===== src/rtl/mem_access_stage.sv =====
// MEM pipeline stage: runs the data-memory handshake, formats store lanes and
// load data, and registers the write-back value as the MEM/WB pipeline slot.
module mem_access_stage #(
  parameter int          TIMEOUT_CYCLES = 0,
  parameter logic [31:0] PC_INC         = 32'd4
) (
  input  logic        CLK,
  input  logic        RST,
  input  logic        IN_VALID,
  input  logic [4:0]  IN_RD,
  input  logic [31:0] IN_PC,
  input  logic [31:0] IN_ALU_RESULT,
  input  logic [31:0] IN_DATA2,
  input  logic [31:0] IN_IMMEDIATE,
  input  logic        IN_DATAMEMSEL,
  input  logic [3:0]  IN_READ_WRITE,
  input  logic [1:0]  IN_WB_SEL,
  input  logic        IN_REG_WRITE_EN,
  output logic        STALL_OUT,
  output logic        DMEM_REQ,
  output logic        DMEM_WE,
  output logic [31:0] DMEM_ADDR,
  output logic [31:0] DMEM_WDATA,
  output logic [3:0]  DMEM_BE,
  input  logic        DMEM_READY,
  input  logic        DMEM_RVALID,
  input  logic [31:0] DMEM_RDATA,
  output logic        OUT_VALID,
  output logic [4:0]  OUT_RD,
  output logic [31:0] OUT_WB_DATA,
  output logic        OUT_REG_WRITE_EN,
  output logic        OUT_MISALIGN,
  output logic        OUT_BUS_ERR
);
  typedef enum logic [1:0] {IDLE, REQ, WAIT_DATA} state_t;
  state_t state, state_nxt;

  logic [4:0]  h_rd;
  logic [31:0] h_pc, h_alu, h_data2, h_imm;
  logic [3:0]  h_rw;
  logic [1:0]  h_wbsel;
  logic        h_we;
  logic [31:0] cnt;

  always_ff @(posedge CLK or posedge RST) begin
    if (RST) begin
      h_rd <= '0; h_pc <= '0; h_alu <= '0; h_data2 <= '0; h_imm <= '0;
      h_rw <= '0; h_wbsel <= '0; h_we <= 1'b0;
    end else if (state == IDLE) begin
      h_rd <= IN_RD; h_pc <= IN_PC; h_alu <= IN_ALU_RESULT; h_data2 <= IN_DATA2;
      h_imm <= IN_IMMEDIATE; h_rw <= IN_READ_WRITE; h_wbsel <= IN_WB_SEL;
      h_we <= IN_REG_WRITE_EN;
    end
  end

  // In IDLE the retire path works straight off the EX/MEM inputs (latency 1).
  logic        in_idle;
  logic [4:0]  s_rd;
  logic [31:0] s_pc, s_alu, s_imm;
  logic [1:0]  s_wbsel;
  logic        s_we, mis_in;
  assign in_idle = (state == IDLE);
  assign s_rd    = in_idle ? IN_RD           : h_rd;
  assign s_pc    = in_idle ? IN_PC           : h_pc;
  assign s_alu   = in_idle ? IN_ALU_RESULT   : h_alu;
  assign s_imm   = in_idle ? IN_IMMEDIATE    : h_imm;
  assign s_wbsel = in_idle ? IN_WB_SEL       : h_wbsel;
  assign s_we    = in_idle ? IN_REG_WRITE_EN : h_we;
  assign mis_in  = (IN_READ_WRITE[1:0] == 2'b01 && IN_ALU_RESULT[0]) ||
                   (IN_READ_WRITE[1] && IN_ALU_RESULT[1:0] != 2'b00);

  logic tmo;
  assign tmo = (TIMEOUT_CYCLES != 0) && (cnt >= 32'(TIMEOUT_CYCLES - 1));

  always_ff @(posedge CLK or posedge RST) begin
    if (RST)          cnt <= '0;
    else if (in_idle) cnt <= '0;
    else              cnt <= cnt + 32'd1;
  end

  logic retire, misal, bus_err;
  always_comb begin
    state_nxt = state;
    retire    = 1'b0;
    misal     = 1'b0;
    bus_err   = 1'b0;
    case (state)
      IDLE: if (IN_VALID) begin
        if (IN_DATAMEMSEL && !mis_in) state_nxt = REQ;
        else begin
          retire = 1'b1;
          misal  = IN_DATAMEMSEL;
        end
      end
      REQ: if (DMEM_READY) begin
        if (h_rw[3]) begin retire = 1'b1; state_nxt = IDLE; end
        else state_nxt = WAIT_DATA;
      end else if (tmo) begin
        retire = 1'b1; bus_err = 1'b1; state_nxt = IDLE;
      end
      WAIT_DATA: if (DMEM_RVALID) begin
        retire = 1'b1; state_nxt = IDLE;
      end else if (tmo) begin
        retire = 1'b1; bus_err = 1'b1; state_nxt = IDLE;
      end
      default: state_nxt = IDLE;
    endcase
  end

  always_ff @(posedge CLK or posedge RST) begin
    if (RST) state <= IDLE;
    else     state <= state_nxt;
  end

  // Store lane steering and load extraction, both keyed by addr[1:0].
  logic [31:0] wdata, ld_data;
  logic [3:0]  be;
  logic [7:0]  ld_b;
  logic [15:0] ld_h;
  always_comb begin
    wdata = h_data2;
    be    = 4'b1111;
    if (h_rw[3]) begin
      case (h_rw[1:0])
        2'b00: begin wdata = {4{h_data2[7:0]}};  be = 4'b0001 << h_alu[1:0]; end
        2'b01: begin wdata = {2{h_data2[15:0]}}; be = h_alu[1] ? 4'b1100 : 4'b0011; end
        default: ;
      endcase
    end
    ld_b = DMEM_RDATA[8*h_alu[1:0] +: 8];
    ld_h = h_alu[1] ? DMEM_RDATA[31:16] : DMEM_RDATA[15:0];
    case (h_rw[1:0])
      2'b00:   ld_data = {{24{~h_rw[2] & ld_b[7]}}, ld_b};
      2'b01:   ld_data = {{16{~h_rw[2] & ld_h[15]}}, ld_h};
      default: ld_data = DMEM_RDATA;
    endcase
  end

  logic is_req;
  assign is_req     = (state == REQ);
  assign STALL_OUT  = !in_idle;
  assign DMEM_REQ   = is_req;
  assign DMEM_WE    = is_req & h_rw[3];
  assign DMEM_ADDR  = is_req ? {h_alu[31:2], 2'b00} : '0;
  assign DMEM_WDATA = is_req ? wdata : '0;
  assign DMEM_BE    = is_req ? be : '0;

  logic [31:0] wb;
  always_comb begin
    case (s_wbsel)
      2'b00:   wb = s_alu;
      2'b01:   wb = (state == WAIT_DATA) ? ld_data : '0;
      2'b10:   wb = s_pc + PC_INC;
      default: wb = s_imm;
    endcase
  end

  always_ff @(posedge CLK or posedge RST) begin
    if (RST) begin
      OUT_VALID <= 1'b0; OUT_RD <= '0; OUT_WB_DATA <= '0;
      OUT_REG_WRITE_EN <= 1'b0; OUT_MISALIGN <= 1'b0; OUT_BUS_ERR <= 1'b0;
    end else begin
      OUT_VALID        <= retire;
      OUT_MISALIGN     <= misal;
      OUT_BUS_ERR      <= bus_err;
      OUT_REG_WRITE_EN <= retire & s_we & ~misal & ~bus_err;
      if (retire) begin
        OUT_RD      <= s_rd;
        OUT_WB_DATA <= wb;
      end
    end
  end
endmodule


===== config.mk =====
export PLATFORM = sky130hd
export DESIGN_NAME = mem_access_stage
export DESIGN_NICKNAME = d
export VERILOG_FILES = /design/src/rtl/mem_access_stage.sv
export SDC_FILE = /design/constraint.sdc
export NUM_CORES = 1
export LEC_CHECK = 0
export CAP_MARGIN = 20
export CORE_ASPECT_RATIO = 2
export CORE_MARGIN = 4
export CORE_UTILIZATION = 40
export DETAILED_ROUTE_END_ITERATION = 7
export PLACE_DENSITY_LB_ADDON = 0.15
export RECOVER_POWER = 50
export SLEW_MARGIN = 20
export SYNTH_ARGS = -nofsm -noshare
export SYNTH_HDL_FRONTEND = slang
export SYNTH_SLANG_ARGS = --single-unit
export TNS_END_PERCENT = 50

===== constraint.sdc =====
create_clock -name CLK -period 15.4 [get_ports CLK]
set_input_delay 3.08 -clock CLK [delete_from_list [all_inputs] [get_ports CLK]]
set_output_delay 3.08 -clock CLK [all_outputs]
set_load 0.02 [all_outputs]

Figure 1. Floorplan with the power grid (run 1).
Drawn at 2 px/um. Pins as bars on the die edge. Tap cells in grey.
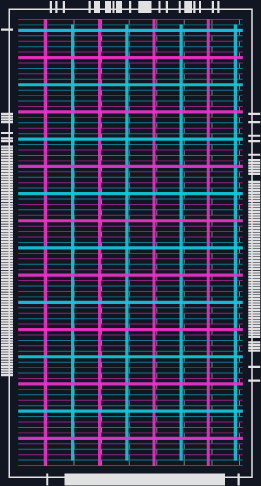
[magenta] VSS
[cyan] VDD
signal pins: 290
met5 straps: 16
met1 rails: 83
die height: 233 um
core area: 25000 um2
die extent in x: 121 um

Figure 2. Clock routing (run 1).
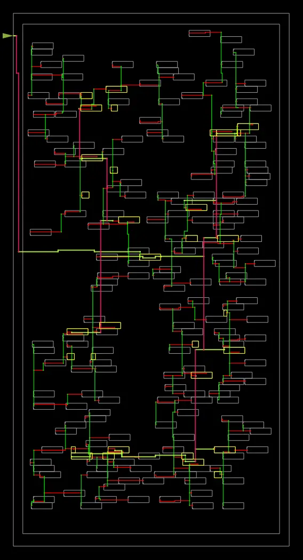
CTS Sinks: 182
Flop Count: 182
Insertion Delay late pin: 0.45 ns
Clock buffer cells: 23
clock-net power: 422 uW

==> deck_impl_summary.md, run 1 <==
Key Metrics from the Run

STA
  • Crit share post-route: 0.649
  • TNS Setup: 0 ns
  • Final hold vios: 0
  • Setup violators final: 0
  • Peak Freq: 100 MHz
  • Slew Viols, Final: 434
  • Minimum clock period: 9.99 ns
  • Final Skew: 0.00778 ns
  • Slew margin rel.: -2.14
  • RSZ-0062 raised after global routing: false
  • Worst-Margin Slew: 4.71 ns

Global route
  • GRT Total Usage: 0.285
  • First-pass GRT wire length: 59.4 mm
  • Initial antenna violation count: 4
  • Vias in the first global route: 9828
  • Grt ovf: 0
  • Largest net degree at the start of global routing: 103

Pwr
  • Reg power frac: 0.375
  • Clock Power Share: 0.229
  • Switching Fraction: 0.389
  • Max VDD drop: 0.0717 mV
  • Combinational power share: 0.396
  • Sw power: 716 uW
  • Leak: 5.89 nW
  • PD cells: 134 nW/um2
  • Cell-internal power: 1.12 mW

Logic synthesis
  • Yosys chip area: 10100 um2
  • Async set or reset register ratio after synthesis: 1.00
  • Post-synth EDFFs: 0
  • Mapped Area: 10100 um2
  • Most frequent cell after synthesis: nand2_1
  • # Cells Yosys: 1186
  • Distinct lib cells used: 82
  • Syn Inst Count: 1186
  • Synth flops: 182
  • Post-synth seq share: 0.449
  • Area share, top type: 0.449
  • Synth Warn #: 0
  • Top cells by area: dfrtp_1 45%, nand2_1 16%, mux2_2 3.1%
  • Top FF cell, synth: dfrtp_1
  • Most frequent cells after synthesis: 430 x nand2_1, 182 x dfrtp_1, 43 x a21oi_1, 43 x and2_1, 40 x nor2_1
  • Area leader, netlist: dfrtp_1
  • Average size of a mapped cell: 8.55 um2

Floorplanning
  • FP Core Util: 0.405
  • Rows: 82
  • Boundary Pins: 290
  • Die area: 28100 um2

Detailed routing
  • WL per Instance: 22.5 um
  • Final antenna-violating net count: 0
  • Drt initial violations: 724
  • Final WL: 40.0 mm
  • Vias: 9535
  • Initial DRT Pass Iterations: 5
  • Vias/cell: 5.37
  • DRC: 0

Clocking
  • Worst-path clk slew: 0.07 ns
  • TritonCTS buffer count: 17
  • Post_cts resized: 0
  • Clk buf depth: 2
  • CTS hold repair buffers: 0
  • Post-CTS Setup Bufs: 0
  • Root buffer cell: clkbuf_16
  • CTS tree: yes
  • H-tree levels: 4

Critical path
  • Crit Path Class: flip-flop to output port
  • Critical path capture point: STALL_OUT
  • CP required: 12.32 ns
  • Crit path DAT: 6.91 ns
  • Crit. End Element: output port
  • FF-to-FF Start: state[1]
  • Crit path max fanout: 51
  • CP Launch Point: state[1]
  • R2R cell count: 9
  • Setup crit start kind: flip-flop
  • Reg-to-reg endpoint: OUT_WB_DATA[4]
  • R2r setup slk: 5.85 ns

Placed design
  • Port-buffer cells: 286
  • Placer Congestion: 0.959
  • Post-detail-place hpwl: 30.3 mm
  • Post-DP Area: 13200 um2

Finish
  • Area growth syn-to-layout: 34.9%
  • Fillers: 2415
  • Ratio of cells with drive above 1 in the final layout: 0.0542
  • Nets: 1604
  • Fin area: 13700 um2

Outcome
  • Failing checks: max-capacitance violations, max-slew violations
  • Status: complete, but fails checks

Job
  • Tool Warnings: 28
  • Max Cap Violations: 8

Worst hold path
  • Hold WC Path Type: flip-flop to flip-flop
Figure 3. Placement density heat map (run 1).
Drawn at 2 px/um. 12 x 23 tiles, from white (low) to dark blue (high), 0 to 100% covered.
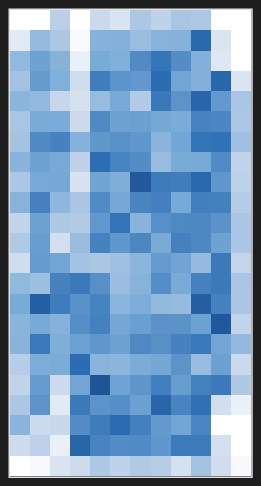
mean over tiles: 47%
emptiest ninth of the die: top left
nearly empty tiles: 4.0%
tiles over 75% full: 5.4%

Figure 4. Met4 routing (run 1).
Drawn at 3 px/um. Supply wires on this layer in grey.
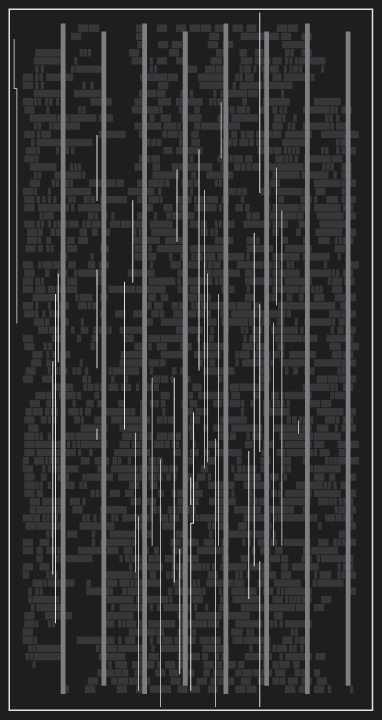
share of all routed wire: 4.7%
nets with wire on the layer: 27
main direction: vertical

-- run 1: placed cells by master (no fill, tap or decap), types with 22 or more instances in the layout --
cell type | Yosys | layout
and2_1 | 43 | 43
nor2_1 | 40 | 39
nand2_1 | 430 | 430
dfrtp_1 | 182 | 182
nor3_1 | 22 | 22
dlygate4sd3_1 | 0 | 43
a21oi_1 | 43 | 43
clkdlybuf4s50_1 | 0 | 243
o211ai_1 | 24 | 24
o21ai_0 | 31 | 31
-- run 1: worst max-delay path, cell delays in order (launching register included) --
cell and delay [ns]:
dfrtp_1 0.37, clkbuf_1 0.84, nor2_8 0.31, clkbuf_1 1.59
clkinvlp_2 2.36, clkdlybuf4s50_1 0.95
-- run 1: cell type report --
class                      count  area, um2  share of cell area
sequential                   182       4550               0.333
tap                          336        420              0.0307
clock buffer                  23        488              0.0357
timing repair buffer         299       2940               0.215
antenna                        3       7.51            0.000549
inverter                      18       70.1             0.00512
clock inverter                 9       67.6             0.00494
multi-input combinational    907       5140               0.375
-- run 1: routing by layer --
metal,up-vias,part of all wire,global-route usage
met5,-,0.00030,0
met4,2,0.047,0.146
met3,74,0.053,0.0528
met2,346,0.56,0.541
met1,4566,0.34,0.291
li1,4547,-,-
-- run 1: power groups by stage --
stage,clock network [mW],logic (mW),registers [mW]
after global routing,0.446,0.782,0.704
after detailed placement,0,0.727,0.700
after floorplan,0,0.368,0.720
after global placement,0,0.719,0.699
after CTS,0.429,0.730,0.691
final,0.422,0.728,0.691
-- run 1: state kept, by name, summed over array words and instances, names as in the netlist, 2 cells and up --
register     flops
h_rw             4
OUT_WB_DATA     32
h_data2         32
h_imm           32
h_wbsel          2
state            2
h_pc            32
OUT_RD           5
h_rd             5
h_alu           32
-- run 1: worst min-delay path by stage --
stage / from / to / slack (ns) / depth (start not counted)
2_1_floorplan: h_imm[10] / h_imm[10] / 0.43 / 2
3_3_place_gp: h_rd[3] / h_rd[3] / 0.45 / 2
3_5_place_dp: h_imm[10] / h_imm[10] / 0.45 / 2
4_1_cts: h_imm[10] / h_imm[10] / 0.47 / 2
5_1_grt: h_imm[15] / h_imm[15] / 0.49 / 2
6_report: h_imm[20] / h_imm[20] / 0.48 / 2
-- run 1: logic make-up (layout without fill, tap and decap cells) --
group	count (synthesis)	count (layout)	synth area share
AND/OR/NAND/NOR	614	614	0.276
adder cells (fa/ha/maj)	1	1	0.00123
multiplexers	46	46	0.0488
flip-flops	182	182	0.449
buffers and inverters	99	349	0.0460
other	1	6	0.000370
XOR/XNOR	20	20	0.0173
AND-OR/OR-AND	223	223	0.161
-- run 1: per-stage QoR --
step | power (mW) | utilization | worst slack, ns | std cells | hold slack [ns]
3_5_place_dp | 1.43 | 0.525 | 9.38 | 1742 | 0.454
6_report | 1.84 | 0.547 | 5.41 | 1777 | 0.475
2_1_floorplan | 1.09 | - | 7.38 | 1188 | 0.435
4_1_cts | 1.85 | 0.548 | 8.98 | 1774 | 0.473
3_3_place_gp | 1.42 | 0.525 | 9.41 | 1742 | 0.448
5_1_grt | 1.93 | 0.547 | 4.97 | 1777 | 0.492
==> run 2, diff against run 1 <==
clock period = 9.6 ns   (was 15.4 ns; I/O delays follow)
Figure 5. Floorplan with the power grid (run 2).
Drawn at 2 px/um. Pins as bars on the die edge. Tap cells in grey.
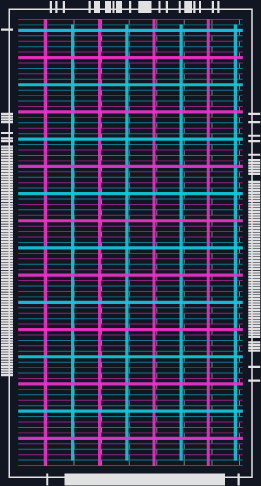
[magenta] VSS
[cyan] VDD
tap cells: 336
met4 straps: 8
met5 straps: 16
rows: 82
Max VDD drop: 0.119 mV

==> run 2 against run 1 <==
The flow still finishes with violations (max-capacitance violations, max-slew violations). Final area increased by 0.24%. Setup slack got worse by 2.6 ns. Global-route usage shrank 0.055 points. Sequential share of layout area shrank 0.079 points. Register-to-register slack got worse by 2.4 ns. Core utilization rose by 0.13 points. Largest cell class unchanged. Synthesized area stayed put. Sequential power rose by 62%. Die size unchanged. Wire length grew 0.18%. Combinational power increased by 59%.
==> deck_impl_summary.md, run 2 <==
Key Metrics from the Run

Outcome
  • Status: complete, but fails checks
  • Failing checks: max-capacitance violations, max-slew violations

Finish
  • Nets: 1602 (-0.12%)
  • Top Layout Cells: 430 x nand2_1, 282 x clkdlybuf4s50_1, 182 x dfrtp_1
  • Ratio of cells with drive above 1 in the final layout: 0.0578 (+0.00356)
  • Area growth syn-to-layout: 35.2%
  • Final Util: 0.548 (+0.00130)

Detailed routing
  • Drt initial violations: 751 (+3.7%)
  • Vias: 9666 (+1.4%)
  • Initial DRT Pass Iterations: 6 (+1)

Floorplanning
  • Die extent in x: 121 um (unchanged)
  • Boundary Pins: 290 (unchanged)
  • Rows: 82 (unchanged)
  • Die height: 233 um (unchanged)
  • Core area: 25000 um2 (unchanged)

Clocking
  • Clk buf depth: 2 (unchanged)
  • CTS hold repair buffers: 0 (unchanged)
  • Worst-path clk slew: 0.07 ns (about the same)
  • H-tree levels: 4 (unchanged)
  • CTS tree: yes
  • Insertion Delay late pin: 0.45 ns (about the same)
  • TritonCTS buffer count: 17 (unchanged)
  • Post_cts resized: 0 (unchanged)
  • Post-CTS Setup Bufs: 0 (unchanged)

STA
  • Minimum clock period: 6.75 ns
  • Crit share post-route: 0.703
  • Setup violators final: 0 (unchanged)
  • Worst-Margin Slew: 4.61 ns (-0.0951 ns)
  • Final hold vios: 0 (unchanged)
  • Slew Viols, Final: 266 (-39%)
  • Peak Freq: 148 MHz

Global route
  • GRT Total Usage: 0.284 (-0.000554)
  • Grt ovf: 0 (unchanged)
  • First-pass GRT wire length: 59.3 mm (-0.18%)

Placed design
  • Port-buffer cells: 286 (unchanged)
  • Post-detail-place hpwl: 30.2 mm (-0.30%)
  • Placer Congestion: 0.969 (+0.98%)

Pwr
  • PD cells: 218 nW/um2 (+62%)
  • Sw power: 1.16 mW (+62%)
  • Leak: 5.90 nW (+0.23%)
  • Tot Pwr: 2.99 mW (+62%)
  • Clock Power Share: 0.237 (+0.008)

Logic synthesis
  • Synth flops: 182 (unchanged)
  • Yosys chip area: 10100 um2 (unchanged)
  • Async set or reset register ratio after synthesis: 1.00 (unchanged)
  • Top FF cell, synth: dfrtp_1
  • Syn Inst Count: 1186 (unchanged)
  • Mapped Area: 10100 um2 (unchanged)
  • Average size of a mapped cell: 8.55 um2 (unchanged)
  • Distinct lib cells used: 82 (unchanged)
  • Most frequent cell after synthesis: nand2_1
  • Top cells by area: dfrtp_1 45%, nand2_1 16%, mux2_2 3.1%

Critical path
  • CP max stage cell: clkinvlp_2
  • Setup crit start kind: flip-flop
  • Crit path DAT: 4.83 ns (-2.08 ns)
  • R2r setup slk: 3.42 ns (-2.43 ns)
  • Critical path, cell by cell: buf_4 -> nor2_8 -> buf_4 -> clkinvlp_2 -> clkdlybuf4s50_1
  • CP Buf/Inv Count: 4 (unchanged)

Job
  • Max Cap Violations: 4 (-4)
  • Tool Warnings: 28 (unchanged)

Worst hold path
  • Hold WC Path Type: flip-flop to flip-flop
Figure 6. Placement density heat map (run 2).
Drawn at 2 px/um. 12 x 23 tiles, from white (low) to dark blue (high), 0 to 100% covered.
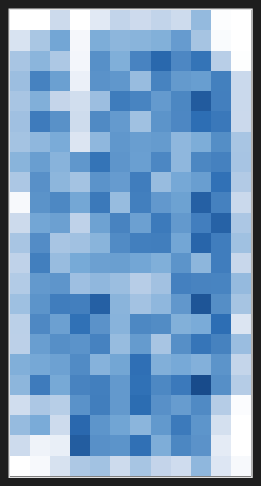
mean over tiles: 47%
fullest tile: 89%
emptiest ninth of the die: top left

[run 2: cell types whose count changed in the layout (fill, tap and decap cells not counted), sizes merged]
cell / change
clkinvlp: -1
buf: +2
inv: +1
bufinv: +1
diode: +1
clkinv: +2
clkdlybuf4s50: +39
dlygate4sd3: -39
clkbuf: -7
[run 2: layout make-up]
class	instances	area, um2
timing repair buffer	297	2940
tap	336	420
sequential	182	4550
clock inverter	12	119
fill	2407	11300
multi-input combinational	907	5140
inverter	18	70.1
antenna	4	10.0
clock buffer	20	467
[run 2: cell families (layout without fill, tap and decap cells)]
logic type                 Yosys count  count (layout)  synth area share
and+or+nand+nor                    614             614             0.276
AOI/OAI and AO/OA                  223             223             0.161
DFF                                182             182             0.449
buffers and inverters               99             347            0.0460
muxes                               46              46            0.0488
xor gates and xnor gates            20              20            0.0173
adders and majority gates            1               1           0.00123
other                                1               7          0.000370
[run 2: stage by stage]
step / instances / worst slack (ns) / area, um2
after floorplan: 1188 / 2.74 / 10200
after global placement: 1740 / 4.76 / 13100
after detailed placement: 1740 / 4.72 / 13100
after CTS: 1772 / 4.33 / 13700
after global routing: 1776 / 2.57 / 13700
final: 1776 / 2.85 / 13700
[run 2: metal layers]
metal | routed length, um | global-route usage
met1 | 13900 | 0.291
met3 | 2110 | 0.0475
met4 | 2360 | 0.179
met5 | 12 | 0
met2 | 21700 | 0.527
[run 2: worst min-delay path, stage by stage (launching register included)]
cell     delay [ns]
dfrtp_1        0.32
nand2_1        0.04
nand2_1        0.07
[run 2: power by group through the flow]
stage / combinational (mW) / clock [mW] / sequential (mW)
finish: 1.16 / 0.709 / 1.12
global route: 1.24 / 0.749 / 1.14
global placement: 1.14 / 0 / 1.13
floorplan: 0.590 / 0 / 1.15
CTS: 1.16 / 0.719 / 1.12
detailed placement: 1.16 / 0 / 1.13
[run 2: path summary, 6_finish.rpt]
kind / startpoint / endpoint / depth (start not counted)
setup / recovery: state[1] / STALL_OUT / 5
hold / removal: h_rd[3] / h_rd[3] / 2
setup reg to reg: state[1] / OUT_WB_DATA[16] / 11
hold reg to reg: h_rd[3] / h_rd[3] / 2
max in group asynchronous: RST / h_imm[22] / 3
min in group asynchronous: RST / h_alu[24] / 2
==> run 3, diff against run 2 <==
clock period = 6.05 ns   (was 9.6 ns; I/O delays follow)
Figure 7. Clock routing (run 3).
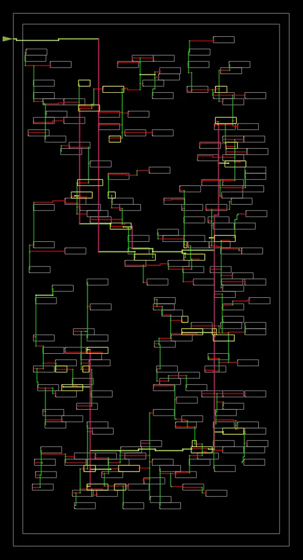
TritonCTS buffer count: 17
Final Skew: 0.00821 ns
Clock buffer cells: 25
clock-net power: 1.12 mW

==> run 3 against run 2 <==
The flow still finishes with violations (max-capacitance violations, max-slew violations). Non-clock buffer count up 4. Synthesized area unchanged. Die size unchanged. Count of clock-buffer cells in the layout up 5. Register-to-register slack worse by 1.1 ns. Critical path type unchanged.
==> deck_impl_summary.md, run 3 <==
Key Metrics from the Run

Outcome
  • Status: complete, but fails checks
  • Failing checks: max-capacitance violations, max-slew violations

STA
  • Fin worst setup slack: 1.75 ns (-1.09 ns)
  • Slew margin rel.: -0.699
  • Minimum clock period: 4.30 ns
  • TNS Setup: 0 ns
  • Setup violators final: 0 (unchanged)
  • Peak Freq: 233 MHz
  • Final hold vios: 0 (unchanged)
  • Hold_ws: 0.471 ns
  • Slew Viols, Final: 142 (-47%)
  • Worst-Margin Slew: 2.55 ns (-2.06 ns)
  • RSZ-0062 raised after global routing: false
  • Crit share post-route: 0.710

Detailed routing
  • DRC: 0
  • WL per Instance: 22.2 um
  • Vias/cell: 5.42
  • Final antenna-violating net count: 0
  • Vias: 9641 (-0.26%)
  • Drt initial violations: 788 (+4.9%)
  • Initial DRT Pass Iterations: 6 (unchanged)
  • Final WL: 39.5 mm

Placed design
  • Pre-CTS WS: 1.87 ns (-2.85 ns)
  • Placer Congestion: 0.933 (-3.7%)
  • Post-DP Area: 13200 um2 (+0.26%)
  • Port-buffer cells: 286 (unchanged)
  • Post-detail-place hpwl: 29.7 mm (-1.5%)
  • Placed Cells: 1743 (+0.17%)

Finish
  • Top Layout Cells: 430 x nand2_1, 282 x clkdlybuf4s50_1, 182 x dfrtp_1
  • Area growth syn-to-layout: 35.7%
  • Layout Cells excl Fill: 1780 (+0.23%)
  • Ratio of cells with drive above 1 in the final layout: 0.0639 (+0.00613)
  • Fin area: 13800 um2 (+0.35%)
  • Most frequent logic cell in the layout: nand2_1
  • Nets: 1606 (+0.25%)
  • Fillers: 2437 (+1.2%)

Global route
  • Largest net degree at the start of global routing: 183
  • First-pass GRT wire length: 57.8 mm (-2.5%)
  • Vias in the first global route: 9735
  • GRT Total Usage: 0.277 (-0.00716)
  • Initial antenna violation count: 5
  • Grt ovf: 0 (unchanged)

Clocking
  • Root buffer cell: clkbuf_16
  • CTS Sinks: 182
  • H-tree levels: 4 (unchanged)
  • CTS hold repair buffers: 0 (unchanged)
  • Post_cts resized: 0 (unchanged)
  • Insertion Delay late pin: 0.45 ns (about the same)
  • Post-CTS Setup Bufs: 0 (unchanged)
  • Worst-path clk slew: 0.07 ns (about the same)
  • CTS tree: yes
  • Clk buf depth: 2 (unchanged)

Logic synthesis
  • Distinct lib cells used: 82 (unchanged)
  • Post-synth EDFFs: 0
  • Area leader, netlist: dfrtp_1
  • Synth flops: 182 (unchanged)
  • Most frequent cell after synthesis: nand2_1
  • Area share, top type: 0.449
  • Mapped Area: 10100 um2 (unchanged)
  • Post-Synth Simple-Gate Area: 0.276 (unchanged)
  • Syn Inst Count: 1186 (unchanged)
  • Average size of a mapped cell: 8.55 um2 (unchanged)
  • Top FF cell, synth: dfrtp_1
  • Adder Share, Synth: 0.00123 (unchanged)
  • Synth Warn #: 0
  • Async set or reset register ratio after synthesis: 1.00 (unchanged)
  • Post-synth seq share: 0.449
  • Most frequent cells after synthesis: 430 x nand2_1, 182 x dfrtp_1, 43 x a21oi_1, 43 x and2_1, 40 x nor2_1
  • Mux share: 0.0488 (unchanged)
  • Yosys chip area: 10100 um2 (unchanged)
  • Synth Area in XOR/XNOR: 0.0173 (unchanged)
  • # Cells Yosys: 1186
  • Top cells by area: dfrtp_1 45%, nand2_1 16%, mux2_2 3.1%
  • Top logic family: simple AND/OR/NAND/NOR gates
  • Yosys aoi share: 0.161 (unchanged)

Critical path
  • Top delay family on crit path: buffers and inverters
  • Most used cell, CP: buf_4
  • CP max stage cell: clkdlybuf4s50_1
  • Crit path largest cell delay: 0.70 ns
  • Crit. End Element: output port
  • CP Buf/Inv Count: 4 (unchanged)
  • Setup crit start kind: flip-flop
  • CP required: 4.84 ns
  • Critical path, cell by cell: buf_4 -> nor2_8 -> inv_4 -> buf_4 -> clkdlybuf4s50_1
  • Crit Path Class: flip-flop to output port
  • Crit path max fanout: 51
  • Crit path DAT: 3.09 ns (-1.74 ns)

Job
  • Max Cap Violations: 2 (-2)
  • Tool Warnings: 28 (unchanged)

Worst hold path
  • Hold WC Path Type: flip-flop to flip-flop

Floorplanning
  • Core area: 25000 um2 (unchanged)
  • Die height: 233 um (unchanged)
  • Die area: 28100 um2
  • Boundary Pins: 290 (unchanged)
  • Rows: 82 (unchanged)
  • Die extent in x: 121 um (unchanged)

Pwr
  • PD cells: 343 nW/um2 (+58%)
  • Max VDD drop: 0.193 mV (+62%)
  • Tot Pwr: 4.73 mW (+58%)
  • Leak: 5.94 nW (+0.65%)
Figure 8. Placement density heat map (run 3).
Drawn at 2 px/um. 12 x 23 tiles, from white (low) to dark blue (high), 0 to 100% covered.
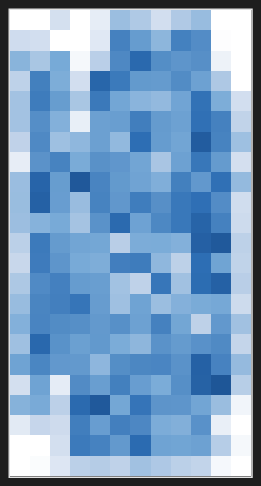
fullest tile: 85%
mean over tiles: 47%
tiles over 75% full: 7.6%
emptiest ninth of the die: top left
nearly empty tiles: 5.8%
FP Core Util: 0.405
Final Util: 0.550

run 3: cell count changes in the layout (fill, tap and decap cells not counted), sizes merged:
| cell | before | now |
|---|---|---|
| clkbuf | 22 | 27 |
| buf | 9 | 13 |
| clkinv | 7 | 3 |
| clkinvlp | 4 | 3 |
| diode | 4 | 5 |
| inv | 18 | 17 |
run 3: worst paths after layout:
kind / startpoint / to / slack (ns) / cells past startpoint
max in group asynchronous: RST / h_pc[16] / 1.88 / 4
worst min register to register: h_rd[0] / h_rd[0] / 0.47 / 2
worst max-delay path: state[1] / STALL_OUT / 1.75 / 5
worst min-delay path: h_rd[0] / h_rd[0] / 0.47 / 2
min in group asynchronous: RST / h_rd[1] / 1.36 / 3
worst max register to register: state[1] / OUT_WB_DATA[28] / 2.30 / 10
run 3: report_power, final:
group          internal [mW]  total, mW  switching, mW
clock network          0.642       1.12          0.483
logic                  0.762       1.84           1.08
registers               1.52       1.76          0.234
total                   2.93       4.73           1.80
run 3: layout make-up:
cell class | count | area [um2] | area share
Antenna cell | 5 | 12.5 | 0.000909
Clock buffer | 25 | 526 | 0.0382
Clock inverter | 6 | 63.8 | 0.00464
Inverter | 18 | 71.3 | 0.00518
Multi-Input combinational cell | 907 | 5140 | 0.373
Sequential cell | 182 | 4550 | 0.331
Tap cell | 336 | 420 | 0.0305
Timing Repair Buffer | 301 | 2980 | 0.217
run 3: routing by layer:
layer	track usage	vias up	share of wire
met5	0	-	0
met4	0.172	0	0.062
met3	0.0531	90	0.061
met2	0.515	401	0.54
met1	0.280	4585	0.34
li1	-	4565	-
run 3: kinds of logic after synthesis:
logic type	after synthesis
AND-OR/OR-AND	223
XOR/XNOR	20
adder cells (fa/ha/maj)	1
buffers and inverters	99
flip-flops	182
multiplexers	46
other	1
AND/OR/NAND/NOR	614
run 3: worst register-to-register path: cells and delay by family, from the launching register on:
family	cells	cell delay, ns
XOR/XNOR	1	0.25
adder cells (fa/ha/maj)	1	0.20
buffers and inverters	2	0.61
flip-flops	1	0.37
AND-OR/OR-AND	2	0.26
AND/OR/NAND/NOR	3	1.48
multiplexers	1	0.45
Power figures rest on the tool's default switching activity, not on a simulated workload.
